--- src/rtl/anita3_surf_cmd_receiver_pkg.sv ---
// Shared definitions for the SURF command line: frame layout, command codes,
// decoded-field payload and deserialiser state encoding.
package anita3_surf_cmd_receiver_pkg;

  localparam int unsigned NUM_DATA_BITS = 32;
  localparam int unsigned NUM_BUFFERS   = 4;
  localparam int unsigned BUF_BITS      = 2;
  localparam int unsigned TYPE_BITS     = 2;
  localparam int unsigned ERR_CNT_BITS  = 8;

  // Frame layout, bit 0 is the first bit on the wire
  localparam int unsigned FRAME_LEN     = 39;
  localparam int unsigned OFS_START     = 0;
  localparam int unsigned OFS_TYPE      = 1;
  localparam int unsigned OFS_BUF       = 3;
  localparam int unsigned OFS_DATA      = 5;
  localparam int unsigned OFS_PARITY    = 37;
  localparam int unsigned OFS_STOP      = 38;

  localparam int unsigned PAYLOAD_BITS  = OFS_PARITY - OFS_TYPE;
  localparam int unsigned BIT_CNT_BITS  = 6;
  localparam int unsigned LAST_SHIFT    = PAYLOAD_BITS - 1;

  typedef enum logic [TYPE_BITS-1:0] {
    CMD_DIGITIZE  = 2'b00,
    CMD_CLEAR     = 2'b01,
    CMD_RSVD      = 2'b10,
    CMD_CLEAR_ALL = 2'b11
  } cmd_type_e;

  typedef enum logic [2:0] {
    ST_HUNT   = 3'd0,
    ST_IDLE   = 3'd1,
    ST_SHIFT  = 3'd2,
    ST_PARITY = 3'd3,
    ST_STOP   = 3'd4
  } deser_state_e;

  // Field order matches shift order, so the shift register maps straight onto it
  typedef struct packed {
    cmd_type_e                  cmd_type;
    logic [BUF_BITS-1:0]        buffer;
    logic [NUM_DATA_BITS-1:0]   data;
  } cmd_fields_t;

  function automatic logic [ERR_CNT_BITS-1:0] sat_inc(input logic [ERR_CNT_BITS-1:0] v);
    return (&v) ? v : v + ERR_CNT_BITS'(1);
  endfunction

endpackage

--- src/rtl/anita3_surf_cmd_receiver_deser.sv ---
// CMD line deserialiser: 2-FF synchroniser, framing FSM and payload shift register.
// Frame strobe and status are combinational during the stop-bit cycle.
module anita3_surf_cmd_receiver_deser
  import anita3_surf_cmd_receiver_pkg::*;
(
  input  logic        clk33_i,
  input  logic        rst_i,
  input  logic        cmd_i,
  output logic        frame_done_c,
  output logic        parity_ok_c,
  output logic        stop_ok_c,
  output cmd_fields_t fields_o
);

  logic [1:0]              sync_q, sync_d;
  logic                    cmd_s;
  deser_state_e            state_q, state_d;
  logic [BIT_CNT_BITS-1:0] bit_cnt_q, bit_cnt_d;
  logic [PAYLOAD_BITS-1:0] shift_q, shift_d;
  logic                    par_q, par_d;

  assign cmd_s = sync_q[1];

  always_comb begin
    sync_d = {sync_q[0], cmd_i};
  end

  always_ff @(posedge clk33_i) begin
    if (rst_i) begin
      state_q <= ST_HUNT;
    end else begin
      state_q <= state_d;
    end
  end

  always_ff @(posedge clk33_i) begin
    if (rst_i) begin
      sync_q    <= '0;
      bit_cnt_q <= '0;
      shift_q   <= '0;
      par_q     <= 1'b0;
    end else begin
      sync_q    <= sync_d;
      bit_cnt_q <= bit_cnt_d;
      shift_q   <= shift_d;
      par_q     <= par_d;
    end
  end

  // A stuck-high line after a framing error must drop low before we re-arm
  always_comb begin
    state_d = state_q;
    case (state_q)
      ST_HUNT:   if (!cmd_s) state_d = ST_IDLE;
      ST_IDLE:   if (cmd_s) state_d = ST_SHIFT;
      ST_SHIFT:  if (bit_cnt_q == BIT_CNT_BITS'(LAST_SHIFT)) state_d = ST_PARITY;
      ST_PARITY: state_d = ST_STOP;
      ST_STOP:   state_d = cmd_s ? ST_HUNT : ST_IDLE;
      default:   state_d = ST_HUNT;
    endcase
  end

  always_comb begin
    bit_cnt_d = bit_cnt_q;
    shift_d   = shift_q;
    par_d     = par_q;
    case (state_q)
      ST_IDLE: begin
        if (cmd_s) bit_cnt_d = '0;
      end
      ST_SHIFT: begin
        shift_d   = {shift_q[PAYLOAD_BITS-2:0], cmd_s};
        bit_cnt_d = bit_cnt_q + BIT_CNT_BITS'(1);
      end
      ST_PARITY: begin
        par_d = cmd_s;
      end
      default: begin
      end
    endcase
  end

  always_comb begin
    frame_done_c = (state_q == ST_STOP);
    stop_ok_c    = ~cmd_s;
    parity_ok_c  = ~(^{shift_q, par_q});
    fields_o     = cmd_fields_t'(shift_q);
  end

endmodule

--- src/rtl/anita3_surf_cmd_receiver.sv ---
// SURF command receiver: registers decoded commands, tracks pending hold
// buffers and counts line errors.
module anita3_surf_cmd_receiver
  import anita3_surf_cmd_receiver_pkg::*;
(
  input  logic                     clk33_i,
  input  logic                     rst_i,
  input  logic                     CMD_i,
  input  logic [NUM_BUFFERS-1:0]   buf_done_i,
  output logic                     cmd_valid_o,
  output logic [TYPE_BITS-1:0]     cmd_type_o,
  output logic [BUF_BITS-1:0]      cmd_buffer_o,
  output logic [NUM_DATA_BITS-1:0] cmd_data_o,
  output logic                     digitize_o,
  output logic [NUM_BUFFERS-1:0]   buffer_pending_o,
  output logic                     parity_err_o,
  output logic                     frame_err_o,
  output logic                     overrun_o,
  output logic [ERR_CNT_BITS-1:0]  err_count_o
);

  logic        frame_done_c, parity_ok_c, stop_ok_c;
  cmd_fields_t fields;
  logic        good_c, perr_c, ferr_c;
  logic [NUM_BUFFERS-1:0] pend_after_done_c;

  logic                     cmd_valid_q, cmd_valid_d;
  logic [TYPE_BITS-1:0]     cmd_type_q, cmd_type_d;
  logic [BUF_BITS-1:0]      cmd_buffer_q, cmd_buffer_d;
  logic [NUM_DATA_BITS-1:0] cmd_data_q, cmd_data_d;
  logic                     digitize_q, digitize_d;
  logic [NUM_BUFFERS-1:0]   pending_q, pending_d;
  logic                     parity_err_q, parity_err_d;
  logic                     frame_err_q, frame_err_d;
  logic                     overrun_q, overrun_d;
  logic [ERR_CNT_BITS-1:0]  err_count_q, err_count_d;

  anita3_surf_cmd_receiver_deser u_deser (
    .clk33_i      (clk33_i),
    .rst_i        (rst_i),
    .cmd_i        (CMD_i),
    .frame_done_c (frame_done_c),
    .parity_ok_c  (parity_ok_c),
    .stop_ok_c    (stop_ok_c),
    .fields_o     (fields)
  );

  // A bad stop bit is a framing error whatever the parity says
  always_comb begin
    good_c = frame_done_c & stop_ok_c & parity_ok_c;
    perr_c = frame_done_c & stop_ok_c & ~parity_ok_c;
    ferr_c = frame_done_c & ~stop_ok_c;
  end

  always_comb begin
    cmd_valid_d  = good_c;
    cmd_type_d   = cmd_type_q;
    cmd_buffer_d = cmd_buffer_q;
    cmd_data_d   = cmd_data_q;
    digitize_d   = 1'b0;
    parity_err_d = perr_c;
    frame_err_d  = ferr_c;
    if (good_c) begin
      cmd_type_d   = fields.cmd_type;
      cmd_buffer_d = fields.buffer;
      cmd_data_d   = fields.data;
      digitize_d   = (fields.cmd_type == CMD_DIGITIZE);
    end
  end

  // Readout-done clears land before the new command, so a coincident
  // re-digitize of the same buffer is not an overrun
  always_comb begin
    pend_after_done_c = pending_q & ~buf_done_i;
    pending_d         = pend_after_done_c;
    overrun_d         = 1'b0;
    if (good_c) begin
      case (fields.cmd_type)
        CMD_DIGITIZE: begin
          overrun_d                = pend_after_done_c[fields.buffer];
          pending_d[fields.buffer] = 1'b1;
        end
        CMD_CLEAR:     pending_d[fields.buffer] = 1'b0;
        CMD_CLEAR_ALL: pending_d = '0;
        default: begin
        end
      endcase
    end
  end

  always_comb begin
    err_count_d = err_count_q;
    if (perr_c | ferr_c | overrun_d) err_count_d = sat_inc(err_count_q);
  end

  always_ff @(posedge clk33_i) begin
    if (rst_i) begin
      cmd_valid_q  <= 1'b0;
      cmd_type_q   <= '0;
      cmd_buffer_q <= '0;
      cmd_data_q   <= '0;
      digitize_q   <= 1'b0;
      pending_q    <= '0;
      parity_err_q <= 1'b0;
      frame_err_q  <= 1'b0;
      overrun_q    <= 1'b0;
      err_count_q  <= '0;
    end else begin
      cmd_valid_q  <= cmd_valid_d;
      cmd_type_q   <= cmd_type_d;
      cmd_buffer_q <= cmd_buffer_d;
      cmd_data_q   <= cmd_data_d;
      digitize_q   <= digitize_d;
      pending_q    <= pending_d;
      parity_err_q <= parity_err_d;
      frame_err_q  <= frame_err_d;
      overrun_q    <= overrun_d;
      err_count_q  <= err_count_d;
    end
  end

  assign cmd_valid_o      = cmd_valid_q;
  assign cmd_type_o       = cmd_type_q;
  assign cmd_buffer_o     = cmd_buffer_q;
  assign cmd_data_o       = cmd_data_q;
  assign digitize_o       = digitize_q;
  assign buffer_pending_o = pending_q;
  assign parity_err_o     = parity_err_q;
  assign frame_err_o      = frame_err_q;
  assign overrun_o        = overrun_q;
  assign err_count_o      = err_count_q;

endmodule

--- config.mk ---
export PLATFORM = sky130hd
export DESIGN_NAME = anita3_surf_cmd_receiver
export DESIGN_NICKNAME = d
export VERILOG_FILES = /design/src/rtl/anita3_surf_cmd_receiver_pkg.sv /design/src/rtl/anita3_surf_cmd_receiver_deser.sv /design/src/rtl/anita3_surf_cmd_receiver.sv
export SDC_FILE = /design/constraint.sdc
export NUM_CORES = 1
export LEC_CHECK = 0
export ABC_AREA = 1
export CAP_MARGIN = 20
export CORE_ASPECT_RATIO = 1.1
export CORE_MARGIN = 5
export CORE_UTILIZATION = 45
export DETAILED_ROUTE_END_ITERATION = 8
export HOLD_SLACK_MARGIN = 0.08
export PLACE_DENSITY_LB_ADDON = 0.1
export SLEW_MARGIN = 10
export SYNTH_ARGS = -nofsm -noshare
export SYNTH_HDL_FRONTEND = slang
export SYNTH_HIERARCHICAL = 1
export SYNTH_SLANG_ARGS = --single-unit
export TNS_END_PERCENT = 10
--- constraint.sdc ---
create_clock -name clk33_i -period 3 [get_ports clk33_i]
set_input_delay 0.6 -clock clk33_i [delete_from_list [all_inputs] [get_ports clk33_i]]
set_output_delay 0.6 -clock clk33_i [all_outputs]
set_load 0.005 [all_outputs]
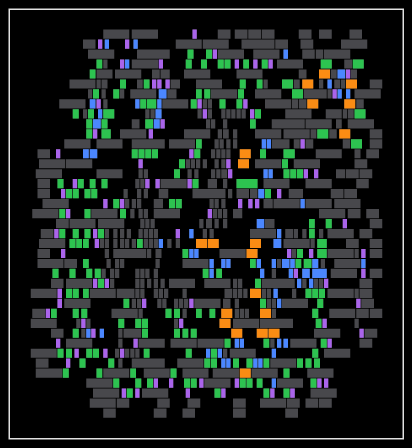
*Gate-type map, run 1*
colour	family	cells
green	inverting AOI/OAI gates	164
purple	inverters	87
blue	NOR gates	63
orange	XOR/XNOR gates	20

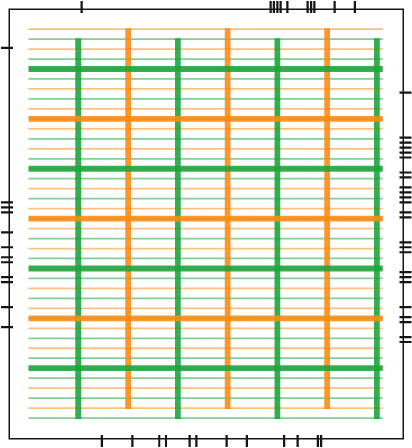
*PDN straps and rails, run 1*
Pins as bars on the die edge.
colour	net
green	VSS
orange	VDD
met1 rails	40
signal pins	60

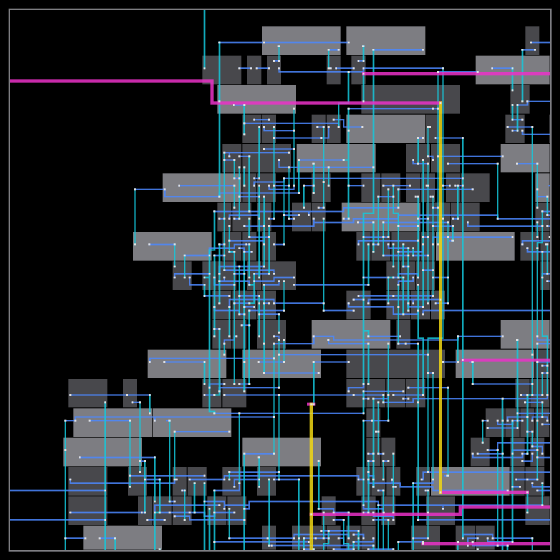
*Close-up of the layout, run 1*
Window x 2 to 52, y 63 to 113 um. Cells in grey, sequential cells in the stronger grey; small squares are vias.
colour	layer
blue	met1
cyan	met2
yellow	met4
magenta	met3
cells with their middle in the window	139
netlist names of flops here include	u_deser/bit_cnt_q (6), cmd_data_o (5), u_deser/fields_o (5)
sequential cells in the window	22
most frequent	nand2_1 (25), inv_1 (23), dfxtp_1 (22)

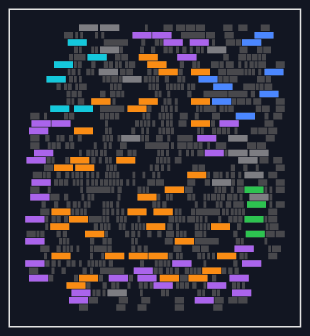
*Sequential cells coloured by netlist name, run 1*
colour	name in the netlist	placed flops
purple	cmd_data_o	32
orange	u_deser/fields_o	36
blue	err_count_o	8
green	buffer_pending_o	4
cyan	u_deser/bit_cnt_q	6
not coloured	15
seq pwr: 1.39 mW
FF+latch area: 2022 sq um
Seq area share: 35.79%
post-route core utilization: 55.13%

==> impl_metrics.yaml, run 1 <==
# synthesis and place-and-route metrics
final_timing:
  slew_headroom_pct: 55.80
  drv_slew: 0
  finalSetupTns_ns: 0
  hold_viol_final: 0
  whs_ns: 0.4035
  post-route-min-period_ns: 2.295
  fmax_ghz: 0.4357
  finalSetupViolations: 0
  post-route-period-util_pct: 76.51
  finClkSkew_ns: 0.006435
  tightest_slew_ns: 0.6622
job:
  maxCapViolCount: 0
  tool_warnings: 26
cells_and_area:
  nets: 727
  antenna_cells: 0
  fill_cells: 1006
  mostFrequentLayoutCell: "nand2_1"
  syn_to_final_growth_pct: 21.21
  mostFrequentLayoutCells: "nand2_1 (168), dfxtp_1 (101), inv_1 (84)"
  finalNonFillerCells: 845
  drive_above_1_share_pct: 7.618
  design_area_sq_um: 5649
  largest_reg_flops: 36
yosys:
  ys_top_cells_by_area: "dfxtp_1 (43%), nand2_1 (14%), o21ai_0 (8.4%)"
  fa_ha_area_share_pct: 0.5369
  synth-compound-area-share_pct: 18.85
  yosysTopAreaCellShare_pct: 43.38
  ys_seq_share_pct: 43.38
  ys_sh_simple_pct: 24.11
  synthTopLogicFamily: "simple AND/OR/NAND/NOR gates"
  ys_sh_mux_pct: 0
  yosys.area.top_type: "dfxtp_1"
  synth_flops: 101
  ys_dominant_reg_cell: "dfxtp_1"
  yosys_cells: 664
  syn-cell-area_sq_um: 4661
  syn_area_per_cell_sq_um: 7.019
  synth.net_count: 673
  synth.distinct_cells: 30
  common_cells: "nand2_1 (168), dfxtp_1 (101), inv_1 (84)"
  synthArstFlopShare_pct: 0
  synth_dominant_cell_count: "nand2_1"
  syn_inst: 664
critical_path:
  path_cells: "xor2_1 > nand2_1 > nand2_2 > nand2_1 > nand2_1 > nand2_1 > nand2_1 > nand2_1 > nand2_1 > nand2_1 > nand2_1 > nand3_2 > buf_4 > nor2_4 > nand2_1 > a211oi_1"
  path_max_fanout: 35
  critPathArrivalTime_ns: 2.56
  cp_top_family: "simple AND/OR/NAND/NOR gates"
  worst_setup_path_start_kind: "register"
  endpoint_kind: "register"
  cp_num_buf_inv: 1
  cpMostUsedCell: "nand2_1"
  cp_slowest_cell: "dfxtp_1"
global_routing:
  grt_antenna_before_repair: 0
  track_usage_pct: 16.64
  grt_pass1_vias: 3868
  grt_pass1_wl_mm: 17.08
  grt_max_degree: 63
  overflow: 0
power:
  p_per_area_nw_per_um2: 486.4
  power.leakage_nw: 2.250
  ir_drop_uv: 266.2
run_status:
  status: "completed"
clocking:
  clkTransAtPathRegs_ns: 0.06
  cts_tree: "done"
  cts_setup_buffers: 0
  ctsResizeCount: 0
  insertion_delay_ns: 0.35
  htreeDepth: 3
  numCtsBuffers: 9
  cts_root_buf: "clkbuf_16"
routing:
  wirelength_mm: 10.10
  drt_first_pass_iters: 5
  routed_via_density: 4.969
  wl_per_cell_um: 11.95
  drtIter0Drc: 190
  drc: 0
  vias: 4199
placement:
  portBuffers: 59
  dpl-instance-area_sq_um: 5370
  hpwl_mm: 7.193
floorplan:
  core_sq_um: 10250
  dieHeight_um: 116.7
  fp_util_pct: 45.48
  rows: 39
  die-width_um: 107.0
  die_area_sq_um: 12490
==> run 1: final timing paths <==
kind | from | endpoint | slack [ns] | depth (start not counted)
worst max-delay path | u_deser/fields_o[16] | buffer_pending_o[3] | 0.70 | 16
worst min-delay path | u_deser/sync_q[0] | u_deser/sync_q[1] | 0.40 | 2
worst max register to register | u_deser/fields_o[16] | buffer_pending_o[3] | 0.70 | 16
worst min register to register | u_deser/sync_q[0] | u_deser/sync_q[1] | 0.40 | 2
==> run 1: worst min-delay path, cell delays in order, from the launching register on <==
cell and delay (ns):
dfxtp_1 0.30, inv_1 0.04, nor2_1 0.03
==> run 1: layer usage <==
| metal | GRT usage (%) | up-vias | wire length [um] |
|---|---|---|---|
| met3 | 3.814 | 10 | 566 |
| met2 | 28.62 | 72 | 4745 |
| met5 | 0 | - | 0 |
| li1 | - | 2218 | - |
| met1 | 20.18 | 1899 | 4670 |
| met4 | 6.650 | 0 | 114 |
==> run 1: power by group <==
| group | leakage, nW | internal, mW | switching (mW) |
|---|---|---|---|
| clock network | 0.139 | 0.625 | 0.473 |
| logic | 1.30 | 0.0937 | 0.166 |
| registers | 0.815 | 1.36 | 0.0265 |
==> run 1: metrics by stage <==
stage | setup WS [ns] | total power, mW
floorplan | 1.068 | 1.614
CTS | 0.6983 | 2.785
global route | 0.3328 | 2.877
global placement | 0.8376 | 1.673
finish | 0.7048 | 2.748
detailed placement | 0.7240 | 1.680
==> run 1: area by class of cell <==
cell class              instances  area (sq um)  share of cell area, %
clock buffers                  14         274.0                  4.851
clock inverters                 1         5.005                0.08859
inverters                      87         326.6                  5.781
multi-input cells             450          2202                  38.98
flip-flops and latches        101          2022                  35.79
well taps                     123         153.9                  2.724
repair buffers                 69         665.6                  11.78
==> run 2: changes to the inputs <==
- clock period: 3 -> 2.33 ns (I/O delays scaled with it)
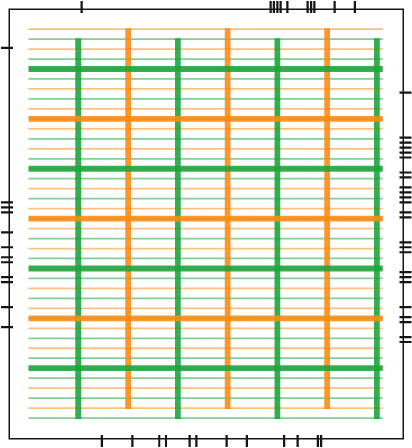
*PDN straps and rails, run 2*
Pins as bars on the die edge.
colour	net
orange	VDD
green	VSS
met1 rails	40
met4 straps	7

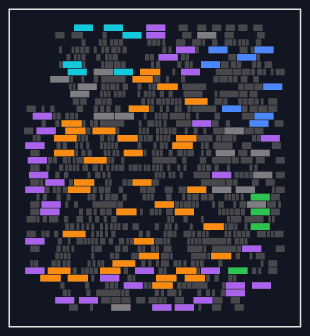
*Sequential cells coloured by netlist name, run 2*
colour	name in the netlist	placed flops
blue	err_count_o	8
cyan	u_deser/bit_cnt_q	6
green	buffer_pending_o	4
orange	u_deser/fields_o	36
purple	cmd_data_o	32
not coloured	15

==> impl_metrics.yaml, run 2 <==
# synthesis and place-and-route metrics
cells_and_area:
  syn_to_final_growth_pct: 29.02
  nets: 747
  finalNonFillerCells: 866
  mostFrequentLayoutCell: "nand2_1"
  mostFrequentLayoutCells: "nand2_1 (148), o21ai_0 (78), inv_1 (70), a21oi_1 (70), dfxtp_1 (69)"
  antenna_cells: 0
placement:
  portBuffers: 59
  dp_slack_ns: 0.03998
  hpwl_mm: 7.347
critical_path:
  timing.reg2reg.worst_path_depth: 18
  worst_setup_path_start_kind: "register"
  cpMostUsedCell: "nand2_1"
  worstSetupPathDepth: 18
  critPathArrivalTime_ns: 2.39
  endpoint_kind: "register"
  cp_num_buf_inv: 3
  cp_slowest_cell: "dfxtp_2"
  path_max_fanout: 40
  cp_top_family: "simple AND/OR/NAND/NOR gates"
  path_cells: "inv_1 > nand2_1 > nand2_1 > nand2_1 > nand2_1 > nand2_2 > nand2_2 > nand2_2 > inv_1 > nor2_1 > nand2_1 > nand2_1 > nand2_1 > nand2_2 > nand3_4 > buf_12 > o21ai_0 > a21oi_1"
routing:
  wirelength_mm: 10.79
  routed_via_density: 5.054
  wl_met3_um: 381
  drc: 0
  vias: 4377
  wl_met2_mm: 5.214
  dr.max_layer_used: "met4"
  drt_first_pass_iters: 4
  wl_met1_mm: 4.960
  drtIter0Drc: 151
global_routing:
  grt_pass1_vias: 4055
  grt_max_degree: 41
  use_met3_pct: 3.151
  grt_pass1_wl_mm: 18.14
  track_usage_pct: 17.63
  grt.busiest_layer: "met2"
  grtUsageMet1_pct: 21.07
  met2_usage_pct: 30.87
clocking:
  clkTransAtPathRegs_ns: 0.06
  insertion_delay_ns: 0.34
  numCtsBuffers: 9
  htreeDepth: 3
  cts_tree: "done"
  cts_root_buf: "clkbuf_16"
yosys:
  yosys.area.top_type: "dfxtp_1"
  syn_inst: 664
  ys_dominant_reg_cell: "dfxtp_1"
  synth.net_count: 673
  syn_area_per_cell_sq_um: 7.019
  ys_sh_simple_pct: 24.11
  synthArstFlopShare_pct: 0
  syn-cell-area_sq_um: 4661
  yosys_cells: 664
  ys_top_cells_by_area: "dfxtp_1 (43%), nand2_1 (14%), o21ai_0 (8.4%)"
  fa_ha_area_share_pct: 0.5369
  synth.distinct_cells: 30
  ys_sh_mux_pct: 0
  synth_dominant_cell_count: "nand2_1"
  synthTopLogicFamily: "simple AND/OR/NAND/NOR gates"
  yosysTopAreaCellShare_pct: 43.38
  common_cells: "nand2_1 (168), dfxtp_1 (101), inv_1 (84)"
  ys_seq_share_pct: 43.38
final_timing:
  drv_slew: 0
  post-route-period-util_pct: 93.55
  tightest_slew_ns: 0.3221
  finClkSkew_ns: 0.006270
  hold_viol_final: 0
  finalSetupViolations: 0
  fmax_ghz: 0.4588
  worst_slack_ns: 0.1502
  post-route-min-period_ns: 2.180
power:
  comb_power_share_pct: 11.2
  power_frac_clock_pct: 37.8
  sw_frac_of_total_pct: 24.99
  p_int_mw: 2.628
  ir_drop_uv: 307.0
  p_per_area_nw_per_um2: 582.5
  p_sw_mw: 0.8754
  p_seq_share_pct: 51.0
  total_power_mw: 3.503
job:
  maxCapViolCount: 0
  tool_warnings: 27
floorplan:
  die-width_um: 107.0
  dieHeight_um: 116.7
  fp_util_pct: 45.48
  core_sq_um: 10250
hold_path:
  hold_depth: 2
run_status:
  status: "completed"
## run 2: stage by stage
| stage | hold WS (ns) | cell area (sq um) | TNS, ns | util, % |
|---|---|---|---|---|
| global placement | 0.3964 | 5445 | 0 | 53.14 |
| detailed placement | 0.3956 | 5445 | 0 | 53.14 |
| finish | 0.4010 | 6013 | 0 | 58.68 |
| global route | 0.4275 | 6013 | -0.4197 | 58.68 |
| CTS | 0.4041 | 5699 | 0 | 55.62 |
| floorplan | 0.3883 | 4661 | 0 | - |
## run 2: timing repair
item / in CTS / in global routing
setup endpoints to repair: 0 / 48
hold endpoints to repair: 0 / 0
resized: 0 / 85
buffers inserted: 0 / 13
## run 2: cell type report
| cell class | count | area (sq um) |
|---|---|---|
| Inverter | 87 | 329.1 |
| Multi-Input combinational cell | 451 | 2318 |
| Sequential cell | 101 | 2082 |
| Tap cell | 123 | 153.9 |
| Timing Repair Buffer | 88 | 875.8 |
| Clock buffer | 14 | 244.0 |
| Clock inverter | 2 | 10.01 |
| Fill cell | 969 | 4234 |
## run 2: power by group through the flow
stage	clock (mW)	sequential (mW)	combinational, mW
floorplan	0	1.82	0.258
global placement	0	1.82	0.339
detailed placement	0	1.83	0.346
CTS	1.37	1.79	0.351
global route	1.43	1.79	0.448
finish	1.32	1.79	0.392
## run 2: worst paths after layout
path                                      startpoint                end  slack [ns]
worst max-delay path            u_deser/fields_o[12]    cmd_buffer_o[1]        0.15
worst max register to register  u_deser/fields_o[12]    cmd_buffer_o[1]        0.15
worst min-delay path               u_deser/sync_q[0]  u_deser/sync_q[1]        0.40
worst min register to register     u_deser/sync_q[0]  u_deser/sync_q[1]        0.40
## run 2: worst min-delay path, delay by kind of cell, from the launching register on
family / cells / cell delay (ns)
flip-flops: 1 / 0.29
buffers and inverters: 1 / 0.04
AND/OR/NAND/NOR: 1 / 0.03
==> run 3: changes to the inputs <==
- CORE_UTILIZATION: 45 -> 50
- clock period: 2.33 -> 1.9 ns (I/O delays scaled with it)
==> impl_metrics.yaml, run 3 <==
# synthesis and place-and-route metrics
run_status:
  status: "finished with violations"
  violations: "setup timing"
critical_path:
  path_max_fanout: 5
  r2r-start: "u_deser/fields_o[12]"
  r2r_end: "err_count_o[3]"
  startpoint: "u_deser/fields_o[12]"
  cp_top_family: "simple AND/OR/NAND/NOR gates"
  path_cells: "inv_4 > nand2_2 > nand2_2 > nand2_2 > nand2_2 > nand2_2 > nand2_2 > nand2_2 > inv_2 > nor2_4 > nand2_2 > nand2_1 > nand2_1 > nand2_2 > buf_6 > inv_4 > o21ai_4 > buf_6 > nand2_2 > nand3_1 > a21oi_2"
  worstSetupPathDepth: 21
  r2r_setup_slack_ns: -0.26
  cp_num_buf_inv: 5
  worst_setup_path_start_kind: "register"
  cpMostUsedCell: "nand2_2"
  critPathArrivalTime_ns: 2.41
  cp_slowest_cell: "dfxtp_4"
  endpoint_kind: "register"
final_timing:
  finalSetupTns_ns: -6.979
  worst_slack_ns: -0.2623
  post-route-period-util_pct: 113.8
  post-route-min-period_ns: 2.162
  fmax_ghz: 0.4625
  whs_ns: 0.4060
  tightest_slew_ns: 0.5149
  hold_viol_final: 0
  finalSetupViolations: 50
  drv_slew: 0
clocking:
  clkTransAtPathRegs_ns: 0.09
  insertion_delay_ns: 0.36
  htreeDepth: 3
  cts_tree: "done"
  numCtsBuffers: 9
  cts_root_buf: "clkbuf_8"
yosys:
  fa_ha_area_share_pct: 0.5369
  ys_sh_simple_pct: 24.11
  yosysTopAreaCellShare_pct: 43.38
  ys_seq_share_pct: 43.38
  ys_sh_mux_pct: 0
  common_cells: "nand2_1 (168), dfxtp_1 (101), inv_1 (84)"
  synth.distinct_cells: 30
  yosys_cells: 664
  ys_warn_count: 6
  synthTopLogicFamily: "simple AND/OR/NAND/NOR gates"
  ys_dominant_reg_cell: "dfxtp_1"
  syn_inst: 664
  ys_top_cells_by_area: "dfxtp_1 (43%), nand2_1 (14%), o21ai_0 (8.4%)"
  synthArstFlopShare_pct: 0
  syn-cell-area_sq_um: 4661
  yosys.area.top_type: "dfxtp_1"
floorplan:
  fp_util_pct: 50.59
  die-width_um: 102.1
  dieHeight_um: 111.3
  core_sq_um: 9213
placement:
  hpwl_mm: 7.363
  portBuffers: 59
  dp_slack_ns: -0.2747
global_routing:
  grt_pass1_wl_mm: 17.93
  track_usage_pct: 18.94
  grt_max_degree: 42
  grt.busiest_layer: "met2"
  grtUsageMet1_pct: 23.02
  grt_pass1_vias: 4238
  use_met3_pct: 4.594
cells_and_area:
  syn_to_final_growth_pct: 35.68
  drive_above_1_share_pct: 29.05
  mostFrequentLayoutCells: "nand2_1 (125), dfxtp_1 (71), a21oi_1 (69)"
  final_core_util_pct: 68.64
  fill_cells: 808
  antenna_cells: 0
  nets: 782
routing:
  drt_first_pass_iters: 4
  drc: 0
  routed_via_density: 4.978
  wl_met3_um: 441
  wl_met2_mm: 5.359
  dr.max_layer_used: "met4"
  drtIter0Drc: 148
  wirelength_mm: 10.55
  vias: 4455
  wl_met1_mm: 4.645
hold_path:
  hold_depth: 2
  worstHoldStart: "u_deser/sync_q[0]"
  whs_endpoint: "u_deser/sync_q[1]"
job:
  tool_warnings: 28
power:
  p_per_area_nw_per_um2: 632.0
  ir_drop_uv: 386.7
==> run 3: cell count changes in the layout (fill, tap and decap cells not counted), sizes merged <==
cell / previous run / this run
clkinv: 2 / 1
buf: 28 / 64
==> run 3: logic make-up after synthesis <==
group | after synthesis
and+or+nand+nor | 264
AOI/OAI and AO/OA | 164
buffers and inverters | 113
DFF | 101
xor gates and xnor gates | 20
adders and majority gates | 2
==> run 3: worst register-to-register path, stage by stage, from the launching register on <==
cell and delay, ns:
dfxtp_4 0.39, inv_4 0.05, nand2_2 0.06, nand2_2 0.07, nand2_2 0.07, nand2_2 0.06
nand2_2 0.07, nand2_2 0.07, nand2_2 0.08, inv_2 0.04, nor2_4 0.10, nand2_2 0.06
nand2_1 0.06, nand2_1 0.06, nand2_2 0.10, buf_6 0.12, inv_4 0.03, o21ai_4 0.20
buf_6 0.13, nand2_2 0.08, nand3_1 0.10, a21oi_2 0.06
==> run 3: power by group <==
| part | switching [mW] | total [mW] | internal [mW] |
|---|---|---|---|
| registers | 0.0398 | 2.18 | 2.14 |
| logic | 0.341 | 0.600 | 0.259 |
| clock network | 0.669 | 1.22 | 0.549 |
==> run 3: repair_timing <==
item                       4_1_cts  5_1_grt
setup endpoints to repair       50       52
pin swaps                        4       37
buffers inserted                 1        4
resized                         15      138
gates cloned                     1        0
==> run 3: cell type report <==
class	count	area, sq um	share of cell area [%]
multi-input combinational	451	2454	38.80
clock buffer	15	166.4	2.632
clock inverter	1	5.005	0.07915
tap	117	146.4	2.315
sequential	101	2095	33.12
timing repair buffer	123	1124	17.77
inverter	87	334.1	5.283
==> run 3: through the flow <==
step           cell area, sq um  total power [mW]
2_1_floorplan              4687             2.556
3_3_place_gp               5787             2.705
3_5_place_dp               5787             2.720
4_1_cts                    5987             3.979
5_1_grt                    6324             4.229
6_report                   6324             3.997
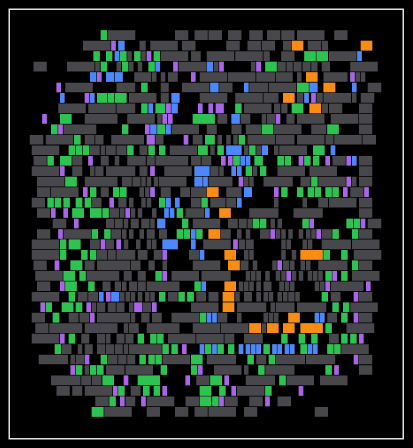
*Gate-type map, run 3*
colour	family	cells
green	inverting AOI/OAI gates	164
purple	inverters	87
orange	XOR/XNOR gates	20
blue	NOR gates	63
non-filler cells, final: 895
most numerous logic cell after layout: nand2_1
logic share of the area: 38.80%

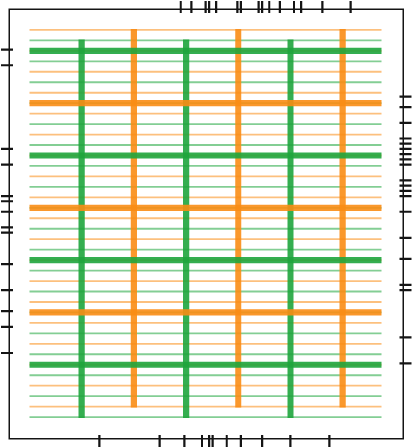
*PDN straps and rails, run 3*
Pins as bars on the die edge.
colour	net
orange	VDD
green	VSS
met4 straps	6
met5 straps	7
rows	37
signal pins	60

Power and IR drop assume default switching activity.
